PDN straps and rails:
Scale bar: 50 µm. Pins as bars on the die edge. Tap cells in gray.
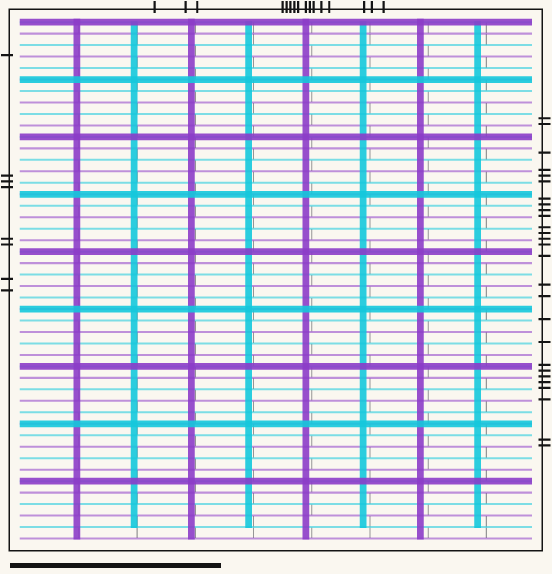
Cell area per tile:
Scale bar: 50 µm. The die is cut into 13 by 13 equal tiles; white is low, dark blue is high, 0 to 100% covered.
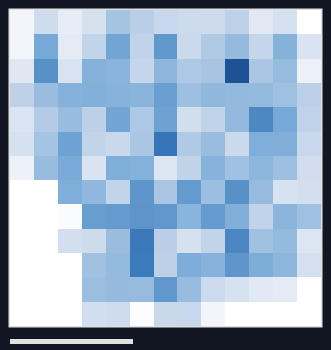
I/O nets highlighted:
Scale bar: 50 µm.
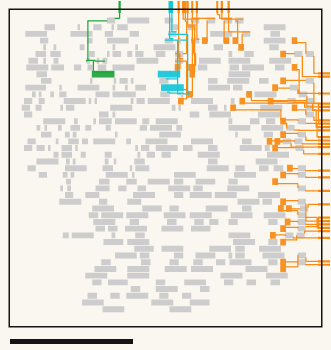
<file path="src/rtl/conv_window_buffer_mc_if.sv">
// Stream bundle for conv_window_buffer_mc: raster pixel input side and NxN window output side.
interface conv_window_buffer_mc_if #(
    parameter int N           = 3,
    parameter int BitSize     = 4,
    parameter int ImageWidth  = 4,
    parameter int ImageHeight = 4,
    parameter int Channels    = 1
);
    logic                                           in_valid;
    logic                                           in_ready;
    logic [Channels-1:0][BitSize-1:0]               in_data;
    logic                                           out_valid;
    logic                                           out_ready;
    logic [Channels-1:0][N-1:0][N-1:0][BitSize-1:0] out_data;
    logic [$clog2(ImageHeight)-1:0]                 out_row;
    logic [$clog2(ImageWidth)-1:0]                  out_col;
    logic                                           out_done;

    modport master (output in_valid, in_data, out_ready,
                    input  in_ready, out_valid, out_data, out_row, out_col, out_done);
    modport slave  (input  in_valid, in_data, out_ready,
                    output in_ready, out_valid, out_data, out_row, out_col, out_done);
endinterface

</file>
<file path="src/rtl/conv_window_buffer_mc.sv">
// Streaming multi-channel NxN window buffer with ready/valid, stride and zero "same" padding.
// Define CONV_WBUF_VALID_EN for "valid" mode: interior centres only, no padding, no FLUSH state.
module conv_window_buffer_mc #(
    parameter int N           = 3,
    parameter int BitSize     = 4,
    parameter int ImageWidth  = 4,
    parameter int ImageHeight = 4,
    parameter int Channels    = 1,
    parameter int Stride      = 1
) (
    input logic                    clk,
    input logic                    res,
    conv_window_buffer_mc_if.slave bus
);
    localparam int P   = (N - 1) / 2;
    localparam int D   = P * ImageWidth + P;
    localparam int PIX = ImageWidth * ImageHeight;
    localparam int CW  = $clog2(PIX + D + 1);
    localparam int RW  = $clog2(ImageHeight);
    localparam int XW  = $clog2(ImageWidth);
`ifdef CONV_WBUF_VALID_EN
    localparam int LAST_R = P + ((ImageHeight - 1 - 2 * P) / Stride) * Stride;
    localparam int LAST_C = P + ((ImageWidth - 1 - 2 * P) / Stride) * Stride;
`else
    localparam int LAST_R = ((ImageHeight - 1) / Stride) * Stride;
    localparam int LAST_C = ((ImageWidth - 1) / Stride) * Stride;
    localparam logic [CW-1:0] TOTAL_C = CW'(PIX + D);
    localparam logic [CW-1:0] PIX_END = CW'(PIX - 1);
`endif
    localparam logic [CW-1:0] D_C      = CW'(D);
    localparam logic [CW-1:0] FILL_END = CW'(D - 1);
    localparam logic [CW-1:0] PIX_C    = CW'(PIX);
    localparam logic [RW-1:0] ROW_MAX  = RW'(ImageHeight - 1);
    localparam logic [XW-1:0] COL_MAX  = XW'(ImageWidth - 1);
    localparam logic [RW-1:0] LAST_R_C = RW'(LAST_R);
    localparam logic [XW-1:0] LAST_C_C = XW'(LAST_C);

    typedef logic [BitSize-1:0] pix_t;
    typedef logic [Channels-1:0][N-1:0][N-1:0][BitSize-1:0] win_t;
`ifdef CONV_WBUF_VALID_EN
    typedef enum logic [1:0] {IDLE, FILL, STREAM} state_t;
`else
    typedef enum logic [1:0] {IDLE, FILL, STREAM, FLUSH} state_t;
`endif

    // Stride grid test for a centre coordinate along one axis.
    function automatic logic on_grid(input int pos, input int extent);
`ifdef CONV_WBUF_VALID_EN
        return (pos >= P) && (pos < extent - P) && ((pos - P) % Stride == 0);
`else
        return (pos < extent) && (pos % Stride == 0);
`endif
    endfunction

    function automatic logic in_frame(input int pos, input int extent);
        return (pos >= 0) && (pos < extent);
    endfunction

    state_t        state, state_nx;
    logic [CW-1:0] in_cnt;
    logic [XW-1:0] in_col;
    logic [RW-1:0] cen_r;
    logic [XW-1:0] cen_c;
    logic          last_taken;
    logic          out_valid, out_done;
    logic [RW-1:0] out_row;
    logic [XW-1:0] out_col;

    pix_t line_buf [Channels][N-1][ImageWidth];
    pix_t win      [Channels][N][N];
    pix_t tap      [Channels][N];
    win_t masked;

    logic shift_ok, in_ready_w, in_hs, zero_shift, shift;
    logic centre_live, emit, done_hs, frame_end;

    always_comb begin
        shift_ok    = !out_valid || bus.out_ready;
        in_ready_w  = !res && (in_cnt < PIX_C) && shift_ok;
`ifdef CONV_WBUF_VALID_EN
        zero_shift  = 1'b0;
`else
        if (state == FLUSH) in_ready_w = 1'b0;
        zero_shift  = (state == FLUSH) && !last_taken && (in_cnt < TOTAL_C) && shift_ok
                      && !(out_valid && out_done);
`endif
        in_hs       = bus.in_valid && in_ready_w;
        shift       = in_hs || zero_shift;
        centre_live = in_cnt >= D_C;
        emit        = shift && centre_live
                      && on_grid(int'(cen_r), ImageHeight) && on_grid(int'(cen_c), ImageWidth);
        done_hs     = out_valid && bus.out_ready && out_done;
`ifdef CONV_WBUF_VALID_EN
        frame_end   = (state == STREAM) && (in_cnt == PIX_C) && (done_hs || last_taken);
`else
        frame_end   = (state == FLUSH) && (done_hs || last_taken);
`endif
    end

    always_comb begin
        state_nx = state;
        unique case (state)
            IDLE:   if (in_hs) state_nx = FILL;
            FILL:   if (in_hs && in_cnt == FILL_END) state_nx = STREAM;
`ifdef CONV_WBUF_VALID_EN
            STREAM: if (frame_end) state_nx = IDLE;
`else
            STREAM: if (in_hs && in_cnt == PIX_END) state_nx = FLUSH;
            FLUSH:  if (frame_end) state_nx = IDLE;
`endif
            default: state_nx = IDLE;
        endcase
    end

    always_ff @(posedge clk or posedge res) begin
        if (res) begin
            state      <= IDLE;
            in_cnt     <= '0;
            in_col     <= '0;
            cen_r      <= '0;
            cen_c      <= '0;
            last_taken <= 1'b0;
            out_valid  <= 1'b0;
            out_done   <= 1'b0;
            out_row    <= '0;
            out_col    <= '0;
        end else begin
            state <= state_nx;
            if (frame_end) begin
                in_cnt     <= '0;
                in_col     <= '0;
                cen_r      <= '0;
                cen_c      <= '0;
                last_taken <= 1'b0;
            end else begin
                if (done_hs) last_taken <= 1'b1;
                if (shift) begin
                    in_cnt <= in_cnt + 1'b1;
                    in_col <= (in_col == COL_MAX) ? '0 : in_col + 1'b1;
                    if (centre_live) begin
                        if (cen_c == COL_MAX) begin
                            cen_c <= '0;
                            if (cen_r != ROW_MAX) cen_r <= cen_r + 1'b1;
                        end else begin
                            cen_c <= cen_c + 1'b1;
                        end
                    end
                end
            end
            // A new window may replace the one being handed over in the same cycle.
            if (emit) begin
                out_valid <= 1'b1;
                out_row   <= cen_r;
                out_col   <= cen_c;
                out_done  <= (cen_r == LAST_R_C) && (cen_c == LAST_C_C);
            end else if (bus.out_ready) begin
                out_valid <= 1'b0;
            end
        end
    end

    // Column entering the window: N-1 buffered rows above plus the incoming pixel.
    always_comb begin
        for (int ch = 0; ch < Channels; ch++) begin
            for (int i = 0; i < N - 1; i++) tap[ch][i] = line_buf[ch][i][in_col];
            tap[ch][N-1] = zero_shift ? '0 : bus.in_data[ch];
        end
    end

    // NOTE: the line buffers are cleared by reset so no stale frame survives it; this keeps
    // them as flops rather than RAM, which is acceptable at these image widths.
    always_ff @(posedge clk or posedge res) begin
        if (res) begin
            for (int ch = 0; ch < Channels; ch++) begin
                for (int k = 0; k < N - 1; k++)
                    for (int x = 0; x < ImageWidth; x++) line_buf[ch][k][x] <= '0;
                for (int i = 0; i < N; i++)
                    for (int j = 0; j < N; j++) win[ch][i][j] <= '0;
            end
        end else if (shift) begin
            for (int ch = 0; ch < Channels; ch++) begin
                for (int k = 0; k < N - 2; k++) line_buf[ch][k][in_col] <= line_buf[ch][k+1][in_col];
                line_buf[ch][N-2][in_col] <= tap[ch][N-1];
                for (int i = 0; i < N; i++) begin
                    for (int j = 0; j < N - 1; j++) win[ch][i][j] <= win[ch][i][j+1];
                    win[ch][i][N-1] <= tap[ch][i];
                end
            end
        end
    end

    // Taps outside the frame, including those holding wrapped-row pixels, read as zero.
    always_comb begin
        for (int ch = 0; ch < Channels; ch++)
            for (int i = 0; i < N; i++)
                for (int j = 0; j < N; j++)
                    masked[ch][i][j] = (out_valid
                                        && in_frame(int'(out_row) - P + i, ImageHeight)
                                        && in_frame(int'(out_col) - P + j, ImageWidth))
                                       ? win[ch][i][j] : '0;
    end

    assign bus.in_ready  = in_ready_w;
    assign bus.out_valid = out_valid;
    assign bus.out_data  = masked;
    assign bus.out_row   = out_row;
    assign bus.out_col   = out_col;
    assign bus.out_done  = out_done;
endmodule

</file>
<file path="src/flat_wrapper.sv">
// flat-port wrapper written by rule: the top's interface ports become plain ports
module conv_window_buffer_mc_flat 
#(
    parameter int N           = 3,
    parameter int BitSize     = 4,
    parameter int ImageWidth  = 4,
    parameter int ImageHeight = 4,
    parameter int Channels    = 1,
    parameter int Stride      = 1
)
  (clk, res, bus_in_valid, bus_in_data, bus_out_ready, bus_in_ready, bus_out_valid, bus_out_data, bus_out_row, bus_out_col, bus_out_done);
  conv_window_buffer_mc_if #(.N(N), .BitSize(BitSize), .ImageWidth(ImageWidth), .ImageHeight(ImageHeight), .Channels(Channels)) bus_i ();
  input logic clk;
  input logic res;
  input wire logic [$bits(bus_i.in_valid)-1:0] bus_in_valid;
  input wire logic [$bits(bus_i.in_data)-1:0] bus_in_data;
  input wire logic [$bits(bus_i.out_ready)-1:0] bus_out_ready;
  output wire logic [$bits(bus_i.in_ready)-1:0] bus_in_ready;
  output wire logic [$bits(bus_i.out_valid)-1:0] bus_out_valid;
  output wire logic [$bits(bus_i.out_data)-1:0] bus_out_data;
  output wire logic [$bits(bus_i.out_row)-1:0] bus_out_row;
  output wire logic [$bits(bus_i.out_col)-1:0] bus_out_col;
  output wire logic [$bits(bus_i.out_done)-1:0] bus_out_done;
  assign bus_i.in_valid = bus_in_valid;
  assign bus_i.in_data = bus_in_data;
  assign bus_i.out_ready = bus_out_ready;
  assign bus_in_ready = bus_i.in_ready;
  assign bus_out_valid = bus_i.out_valid;
  assign bus_out_data = bus_i.out_data;
  assign bus_out_row = bus_i.out_row;
  assign bus_out_col = bus_i.out_col;
  assign bus_out_done = bus_i.out_done;
  conv_window_buffer_mc #(.N(N), .BitSize(BitSize), .ImageWidth(ImageWidth), .ImageHeight(ImageHeight), .Channels(Channels), .Stride(Stride)) u_core (.clk(clk), .res(res), .bus(bus_i));
endmodule
</file>
<file path="config.mk">
export PLATFORM = sky130hd
export DESIGN_NAME = conv_window_buffer_mc_flat
export DESIGN_NICKNAME = d
export VERILOG_FILES = /design/src/rtl/conv_window_buffer_mc_if.sv /design/src/rtl/conv_window_buffer_mc.sv /design/src/flat_wrapper.sv
export SDC_FILE = /design/constraint.sdc
export NUM_CORES = 1
export LEC_CHECK = 0
export CELL_PAD_IN_SITES_DETAIL_PLACEMENT = 1
export CELL_PAD_IN_SITES_GLOBAL_PLACEMENT = 1
export CORE_AREA = 2 2 124 126
export CTS_BUF_LIST = sky130_fd_sc_hd__clkbuf_16
export CTS_CLUSTER_SIZE = 40
export DETAILED_ROUTE_END_ITERATION = 16
export DIE_AREA = 0 0 126 128
export PLACE_DENSITY_LB_ADDON = 0.1
export SLEW_MARGIN = 20
export SYNTH_ARGS = -nofsm -noshare
export SYNTH_HDL_FRONTEND = slang
export SYNTH_SLANG_ARGS = --single-unit
</file>
<file path="constraint.sdc">
create_clock -name clk -period 4.5 [get_ports clk]
set_input_delay 0.9 -clock clk [delete_from_list [all_inputs] [get_ports clk]]
set_output_delay 0.9 -clock clk [all_outputs]
set_load 0.05 [all_outputs]
</file>
==> out/metrics.yaml <==
yosysCellCount: 324
clkCellAreaFrac_pct: 4.81
synthFlopType: "dfrtp_1"
top_area_share_pct: 50.7
pwr-share-clk_pct: 17.0
io_pins: 51
setup_viol: 0
layout_top_cells: "dfrtp_1 (88), mux2_2 (66), clkdlybuf4s50_1 (50), and2_1 (27), nand2_1 (16)"
cts_resized: 0
async_flop_share_pct: 100
nonClkBufAreaFrac_pct: 9.96
seq_share_pct: 41.9
num-multi-input-gates: 209
portBuffers: 50
warnings: 35
start_kind: "flop"
drv_cap: 0
clk_latency_ns: 0.34
p_int_mw: 2.35
ant_nets: 0
crit_path_end: "bus_out_data[11]"
synth_cell_types: 41
crit_fanout: 14
synth_area_per_cell_um2: 13.4
status: "finished clean"
post-place-ws_ns: 0.911
seqPwrFrac_pct: 36.9
drc: 0
hp-class: "reg -> reg"
r2r_slack_ns: 1.97
tightest_slew_ns: 0.851
slew_violations: 0
yosysMostFrequentCell: "dfrtp_1"
r2r_start: "u_core.bus.out_valid"
synthAoiAreaFrac_pct: 6.34
gp_congestion: 0.698
numClockSinks: 88
grt_max_degree: 63
signal_buffers: 53
gr-total-overflow: 0
vias_per_cell: 4.72
fmax_ghz: 0.267
switching_share_pct: 39.7
power.leakage_nw: 2.37
sh_comb_area_pct: 37.6
crit_arrival_ns: 2.85
rr_worst_depth: 4
synth_flops: 88
critPathCaptureType: "output pin"
grt_use_met3_pct: 2.09
ys_seq_share_pct: 50.7
die-width_um: 126
worst_slack_ns: 0.754
area_growth_pct: 20.9
edf_count: 0
rsz0062_at_grt: "no"
relSlewSlack_pct: 43.1
postPlaceCellArea_um2: 5000
first_pass_iters: 4
use_met2_pct: 20.7
htreeDepth: 3
ys_sh_xor_pct: 0
hold_ws_ns: 0.496
pg_seq_mw: 1.44
fp_util_pct: 29.2
min_path_cells: 1
powerDensity_nw_per_um2: 742
worstReg2RegEnd: "u_core.win[24]"
largest_cell_class: "flip-flops and latches"
path_clk_slew_ns: 0.06
critical_path.cell_chain: "inv_1 -> a21oi_1 -> buf_4 -> nor2b_1 -> and2_1 -> clkdlybuf4s50_1"
antenna_found_initial: 0
fin_skew_ns: 0.00714
logic_family: "multiplexers"
vias: 2683
grt.busiest_layer: "met2"
path_buffers: 3
combinationalPower_mw: 1.80
fp.dieArea_um2: 16100
drtIter0Drc: 95
final_common_cell: "dfrtp_1"
finalPower_mw: 3.90
ctsHoldBuffers: 0
ys_area_um2: 4340
fp-row-count: 45
maxPowerGroup: "combinational logic"
fillers: 1600
p_sw_mw: 1.55
## Picture notes: 'PDN straps and rails'
[VDD] cyan
[VSS] purple
rows: 45
signal pins: 51
met5 straps: 9
Core ar.: 14900 µm²
Die Span Y: 128 µm

## Picture notes: 'cell area per tile'
nearly empty tiles: 13%
densest ninth of the die: center
mean over tiles: 31%
fullest tile: 86%
emptiest ninth of the die: south-west

## Picture notes: 'I/O nets highlighted'
[bus_out_done] green | bits: 1 | direction: output | end cells: 1 | buffers: 1 | wire: 49.9 µm
[bus_out_data] orange | bits: 36 | direction: output | end cells: 36 | buffers: 36 | wire: 719 µm
[bus_out_row] cyan | bits: 2 | direction: output | end cells: 2 | buffers: 2 | wire: 104 µm

Power figures rest on the tool's default switching activity, not on a simulated workload.
